Run 1, logic cells by family:
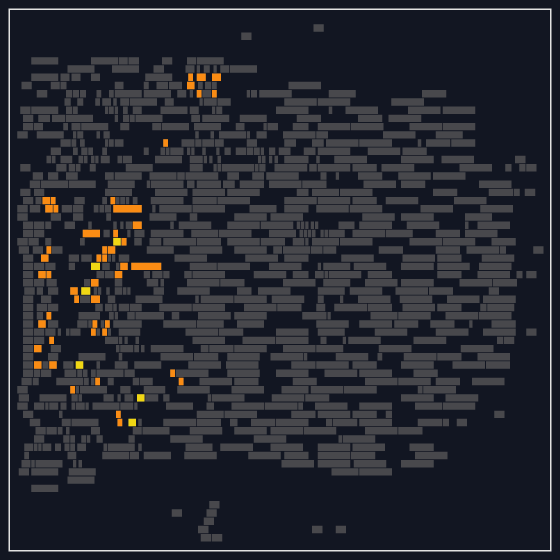
Run 1, port wiring:
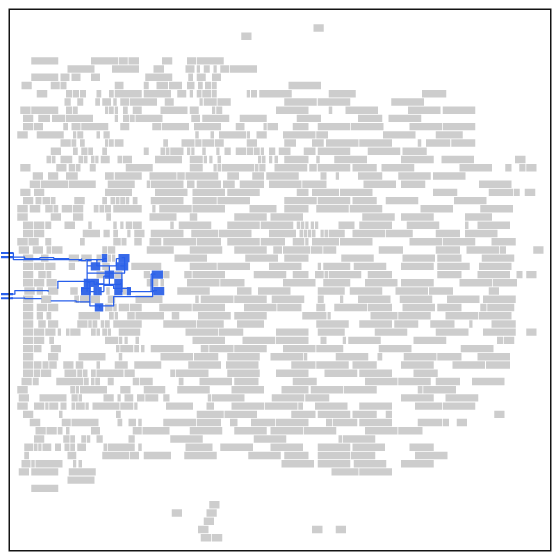
Run 1, wiring by layer:
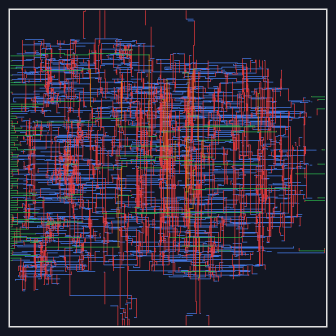
Run 1, clock routing:
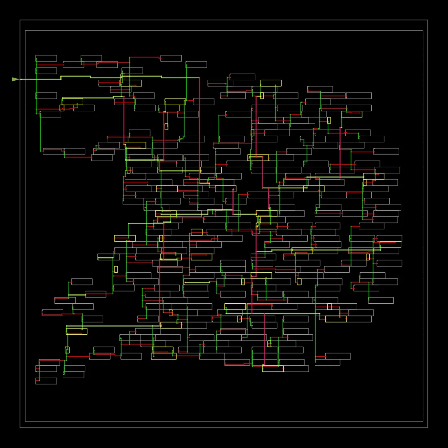
==> config.mk <==
export PLATFORM = sky130hd
export DESIGN_NAME = sw_out_port_flat
export DESIGN_NICKNAME = d
export VERILOG_FILES = /design/src/rtl/sw_pkg.sv /design/src/rtl/sw_out_port_if.sv /design/src/rtl/sw_sync_fifo.sv /design/src/rtl/sw_out_port.sv /design/src/flat_wrapper.sv
export SDC_FILE = /design/constraint.sdc
export NUM_CORES = 1
export LEC_CHECK = 0
export CAP_MARGIN = 25
export CORE_MARGIN = 2
export CORE_UTILIZATION = 35
export DETAILED_ROUTE_END_ITERATION = 12
export GPL_TIMING_DRIVEN = 0
export HOLD_SLACK_MARGIN = 0.03
export SYNTH_ARGS = -nofsm -noshare
export SYNTH_HDL_FRONTEND = slang
export SYNTH_SLANG_ARGS = --single-unit
==> constraint.sdc <==
create_clock -name clk -period 4.77 [get_ports clk]
set_input_delay 0.7155 -clock clk [delete_from_list [all_inputs] [get_ports clk]]
set_output_delay 0.7155 -clock clk [all_outputs]
set_load 0.02 [all_outputs]
==> Changelog: implementation, run 1 <==
### Physical design

* Outcome: finished clean
* DR top layer: met4
* Synth area leader: edfxtp_1
* CP startpoint kind: input pin
* Layout Nets at 871
* Hold Vio Cnt, Final at 0
* CP Class: input pin to primary output
* Via count at 6,230
* Starting DRT DRC Count at 364
* Post-synth seq share at 65.97%
* RSZ-0062 raised after global routing: no
* Mux cell area share at 15.20%
* H-Tree Depth at 1
* Util after Layout at 44.34%
* Max transition margin at 38.21%
* Dominant kind of combinational cell: multiplexers
* Worst-path fanout max at 34
* Most crowded layer after global routing: met2
* Initial antenna violation count at 0
* M1 wire length at 11,350 um
* Largest net degree at the start of global routing at 35
* GR met1 Demand/Resource at 22.51%
* Fin area at 13,250 um2
* Met2 WL post-DR at 10,900 um
* Yosys top cell by instances: edfxtp_1
* Aggregate global routing overflow at 0
* Root Driver: clkbuf_16
* Slew Viols, Final at 0
* Adder share at 2.133%
* Fmax at 221.9 MHz
* Gate Area at 3470 um2
* Synth Area per Inst at 16.28 um2
* Top cells by count, synth: edfxtp_1, mux4_2, dfrtp_1, nand2_1, nor2_1
* Post-DP HPWL at 17,160 um
* CTS tree: built
* GPL Wtd Cong at 0.8228
* Critical path data required time at 4.05 ns
* Yosys cell count at 656
* First-pass GRT wire length at 37,210 um
* Commonest flop: edfxtp_1
* ANT cells at 0
* Distinct cells, synth at 49
* Arr. time, crit path at 3.79 ns
* Setup TNS at 0 ns
* Post-CTS Setup Bufs at 0
* Clock transition at path regs at 0.06 ns
* PnR Total Power at 9.047 mW
* Number of vias per cell at 5.119
* Top cells by area: edfxtp_1, mux4_2, dfrtp_1
* Worst-Margin Slew at 0.9258 ns
* Floorplan core density at 35.74%
* Post-synth area from yosys stat at 10,680 um2
* Dominant logic cell types in the final layout: edfxtp_1, clkdlybuf4s50_1, mux4_2
* Post-synth net total at 720
* Final Critical Period at 4.506 ns
* Yosys warns at 0
* DR pass1 iterations at 5
* AO/OA Area Share at 3.679%
* P_leak at 4.639 nW
* Avg WL per Cell at 19.89 um
* Chip Area at 31,920 um2
* Final worst slack at 0.2644 ns
* Min-Delay Path Class: register to register
* Die height at 178.7 um
* Area after DPL at 12,410 um2
* CTS Buffer Depth at 3
* Layout cell share with drive strength beyond 1 at 18.38%
* FP Rows at 63
* Vias in the first global route at 6,286
* Largest register FFs at 192
* Nature of the critical path endpoint: primary output
* Async SR Flop Fraction at 20.99%
* Post-synth EDFFs at 192
* Number of max-cap violations at 0
* Pre-CTS setup slack at -0.2987 ns
* Pwr dens at 682.9 nW/um2
* R2R cell count at 17
* Detailed-route DRC error count at 0
About 'logic cells by family':
| color | family | cells |
|---|---|---|
| yellow | AND-OR and OR-AND gates | 6 |
| orange | inverting AOI/OAI gates | 48 |
Comb area share: 26.19%
Post-Layout Cell Count: 1,217

About 'port wiring':
| color | port | bits | direction | edge | end cells | buffers | wire |
|---|---|---|---|---|---|---|---|
| blue | bus_in_valid | 4 | input | left | 17 | 4 | 259 um |
num ports: 97
port bufs: 96

About 'wiring by layer':
| color | layer | wire length |
|---|---|---|
| green | metal 3 | 1,440 um |
| orange | metal 4 | 521 um |
| red | metal 2 | 10,900 um |
| blue | metal 1 | 11,300 um |
Tot GR Track Use: 15.52%
WL final: 24,210 um

About 'clock routing':
Latency at later pin: 0.52 ns
CLK BUF: 33
clock-net power: 1.88 mW

-- run 1: cell type report --
cell class	instances	share of cell area, %
Timing Repair Buffer	124	9.473
Buffer	31	0.9445
Sequential cell	243	53.17
Inverter	17	0.5100
Clock inverter	15	0.6800
Tap cell	390	3.683
Multi-Input combinational cell	364	26.19
Clock buffer	33	5.346
-- run 1: report_power, final --
group	switching (mW)	internal (mW)	total [mW]
clock	0.785	1.10	1.88
sequential	0.185	3.15	3.34
combinational	2.17	1.66	3.83
total	3.14	5.90	9.05
-- run 1: worst max-delay path, cell delays in order --
cell and delay (ns):
clkdlybuf4s50_1 0.53, and2_1 0.24, nor3b_1 0.19, o21ai_0 0.17
a41oi_2 0.39, buf_2 0.57, inv_1 0.17, a21oi_1 0.18
nor2_1 0.06, clkdlybuf4s50_1 0.55
Run 1, clock wires, drivers and flops:
Scale bar: 50 um.
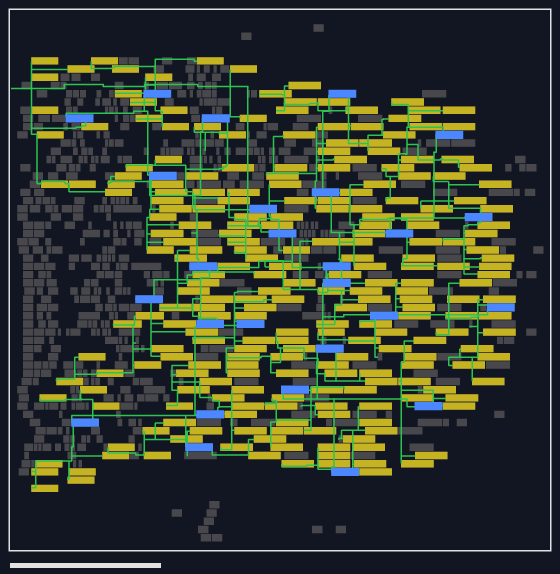

==> run 2: changes to the inputs <==
--- a/config.mk
+++ b/config.mk
@@ -6,11 +6,15 @@
 export NUM_CORES = 1
 export LEC_CHECK = 0
 export CAP_MARGIN = 25
+export CELL_PAD_IN_SITES_DETAIL_PLACEMENT = 2
+export CELL_PAD_IN_SITES_GLOBAL_PLACEMENT = 2
 export CORE_MARGIN = 2
 export CORE_UTILIZATION = 35
 export DETAILED_ROUTE_END_ITERATION = 12
+export GPL_ROUTABILITY_DRIVEN = 0
 export GPL_TIMING_DRIVEN = 0
 export HOLD_SLACK_MARGIN = 0.03
+export PLACE_DENSITY_LB_ADDON = 0.1
 export SYNTH_ARGS = -nofsm -noshare
 export SYNTH_HDL_FRONTEND = slang
 export SYNTH_SLANG_ARGS = --single-unit
Run 2, clock wires, drivers and flops:
Scale bar: 50 um.
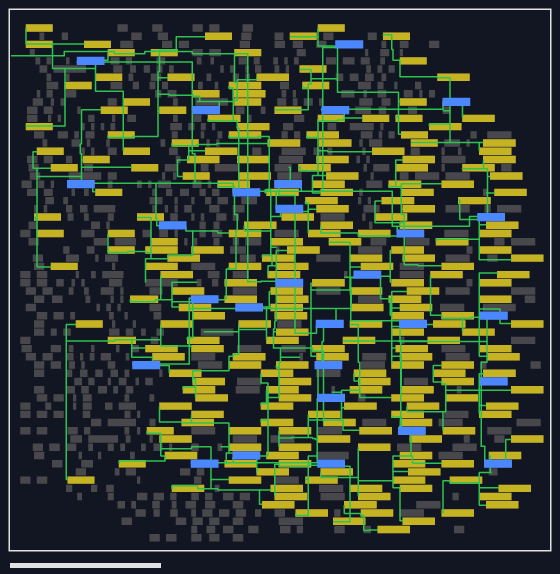
[blue] clock drivers | count: 28
[yellow] flip-flops | count: 243
[green] clock wires | length: 3,580 um
routed clock nets: 29
flops lie: widely spread
clock-net power: 2.37 mW
Clock Skew: 0.009381 ns
Latency at later pin: 0.54 ns

==> run 2 against run 1 <==
  * Sequential cell count unchanged
  * Sequential share of layout area decreased by 0.93 points
  * First-iteration DRC count increased by 26%
  * Core utilization increased by 0.79 points
  * Clock skew decreased by 0.0012 ns
  * Design area increased by 1.8%
  * Wire length increased by 29%
  * Clock-buffer cell count decreased by 5
  * Final cell count increased by 0.16%
  * Setup slack got worse by 0.045 ns
  * Global-route usage increased by 4.8 points
  * Register-to-register slack got worse by 0.11 ns
  * Critical endpoint is now bus_in_ready[2]
  * Largest cell class unchanged
==> Changelog: implementation, run 2 <==
### Physical design

* WHS at 0.4859 ns
* ANT cells at 0
* FP Rows at 63
* Final worst slack at 0.2197 ns
* Chip Area at 31,920 um2
* Initial antenna violation count at 0
* CTS tree: built
* Critical path data required time at 4.05 ns
* Min-Delay Path Class: register to register
* Synth Area per Inst at 16.28 um2
* Most crowded layer after global routing: met2
* Post-synth seq share at 65.97%
* Yosys cell count at 656
* Detailed-route DRC error count at 0
* Dominant logic cell types in the final layout: edfxtp_1, clkdlybuf4s50_1, mux4_2
* Max transition margin at 32.06%
* Post-synth EDFFs at 192
* Largest net degree at the start of global routing at 35
* Arr. time, crit path at 3.83 ns
* Distinct cells, synth at 49
* NetSw at 3.483 mW
* Starting DRT DRC Count at 459
* Gate power share at 41.4%
* Async SR Flop Fraction at 20.99%
* Met2 WL post-DR at 16,340 um
* AO/OA Area Share at 3.679%
* Clk network pwr share at 24.2%
* First-pass GRT wire length at 47,540 um
* Post-DP HPWL at 21,280 um
* Floorplan core density at 35.74%
* Layout Nets at 871
* Mapped cell area at 10,680 um2
* Num ports at 97
* Most common cell on crit path: clkdlybuf4s50_1
* CP Cell Sequence: clkdlybuf4s50_1 -> and2_1 -> o32ai_1 -> o41ai_4 -> buf_2 -> clkinvlp_4 -> nor2_1 -> nand2_1 -> a21oi_1 -> clkdlybuf4s50_1
* Avg WL per Cell at 25.69 um
* Slew Viols, Final at 0
* DR top layer: met4
* Slowest cell on the critical path: clkdlybuf4s50_1
* Hold Vio Cnt, Final at 0
* Top cell family by delay on the critical path: buffers and inverters
* Final Critical Period at 4.550 ns
* WL final at 31,320 um
* Aggregate global routing overflow at 0
* Die outline width at 178.7 um
* Comb pwr at 4.05 mW
* Commonest flop: edfxtp_1
* Nature of the critical path endpoint: primary output
* CTS Buffer Depth at 3
* Worst-Margin Slew at 1.018 ns
* Adder share at 2.133%
* Simple-Gate Area Share at 8.191%
* Pre-CTS setup slack at -0.6324 ns
* Number of vias per cell at 5.316
* Power Sequential at 3.36 mW
* Tot GR Track Use at 20.35%
* M1 wire length at 13,210 um
* Port bufs at 96
* Fmax at 219.8 MHz
* H-Tree Depth at 1
* Pwr dens at 725.3 nW/um2
* Number of max-cap violations at 0
* Largest register FFs at 192
* R2R cell count at 17
* Yosys warns at 0
* Sequential share of power at 34.4%
* Dominant kind of combinational cell: multiplexers
* Clock transition at path regs at 0.06 ns
* Synth area leader: edfxtp_1
* Post-synth area from yosys stat at 10,680 um2
* CP startpoint kind: input pin
* Root Driver: clkbuf_16
* P_leak at 4.728 nW
* Mux cell area share at 15.20%
* Outcome: finished clean
* CP max stage delay at 0.64 ns
* GR met1 Demand/Resource at 26.55%
* Worst-path fanout max at 10
* Via count at 6,480
* Top cells by count, synth: edfxtp_1, mux4_2, dfrtp_1, nand2_1, nor2_1
* Die height at 178.7 um
* Layout cell share with drive strength beyond 1 at 20.14%
* Yosys top cell by instances: edfxtp_1
* CP Class: input pin to primary output
* Int Power at 6.297 mW
Run 2, logic cells by family:
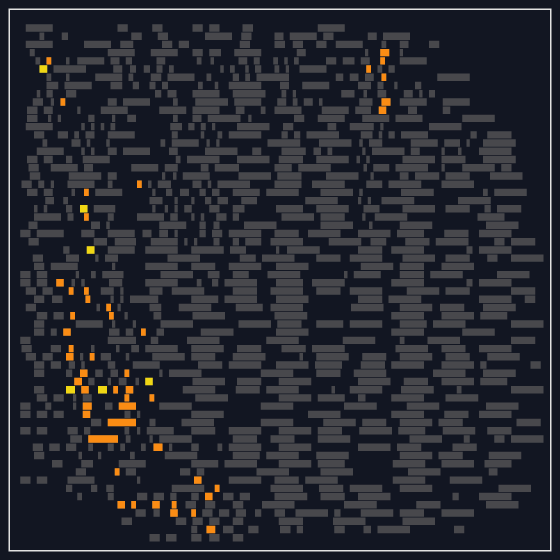
| color | family | cells |
|---|---|---|
| yellow | AND-OR and OR-AND gates | 6 |
| orange | inverting AOI/OAI gates | 48 |
most numerous logic cell after layout: edfxtp_1
Post-Layout Cell Count: 1,219
Comb area share: 25.83%

## run 2: cell counts after synthesis
Identical to the previous run, type by type.
## run 2: area by class of cell
type	instances	area [um2]
multi-input combinational	364	3483
clock buffer	28	700.7
buffer	31	127.6
clock inverter	24	314.1
tap	390	488.0
fill	2804	16390
inverter	17	67.56
sequential	243	7044
timing repair buffer	122	1259
## run 2: through the flow
stage	instance area, um2	power, mW	util [%]	setup TNS [ns]	std cells
detailed placement	12390	7.420	41.46	-27.54	1161
CTS	13410	9.855	44.89	0	1213
global placement	12130	7.047	40.59	-101.32	1142
global route	13480	10.31	45.14	0	1219
floorplan	10680	5.720	-	0	656
finish	13480	9.780	45.14	0	1219
## run 2: what timing repair did
action,in CTS,in global routing
hold buffers,0,0
endpoints found under the setup margin,4,4
gates resized,2,3
buffers inserted,1,0
Power figures rest on the tool's default switching activity, not on a simulated workload.
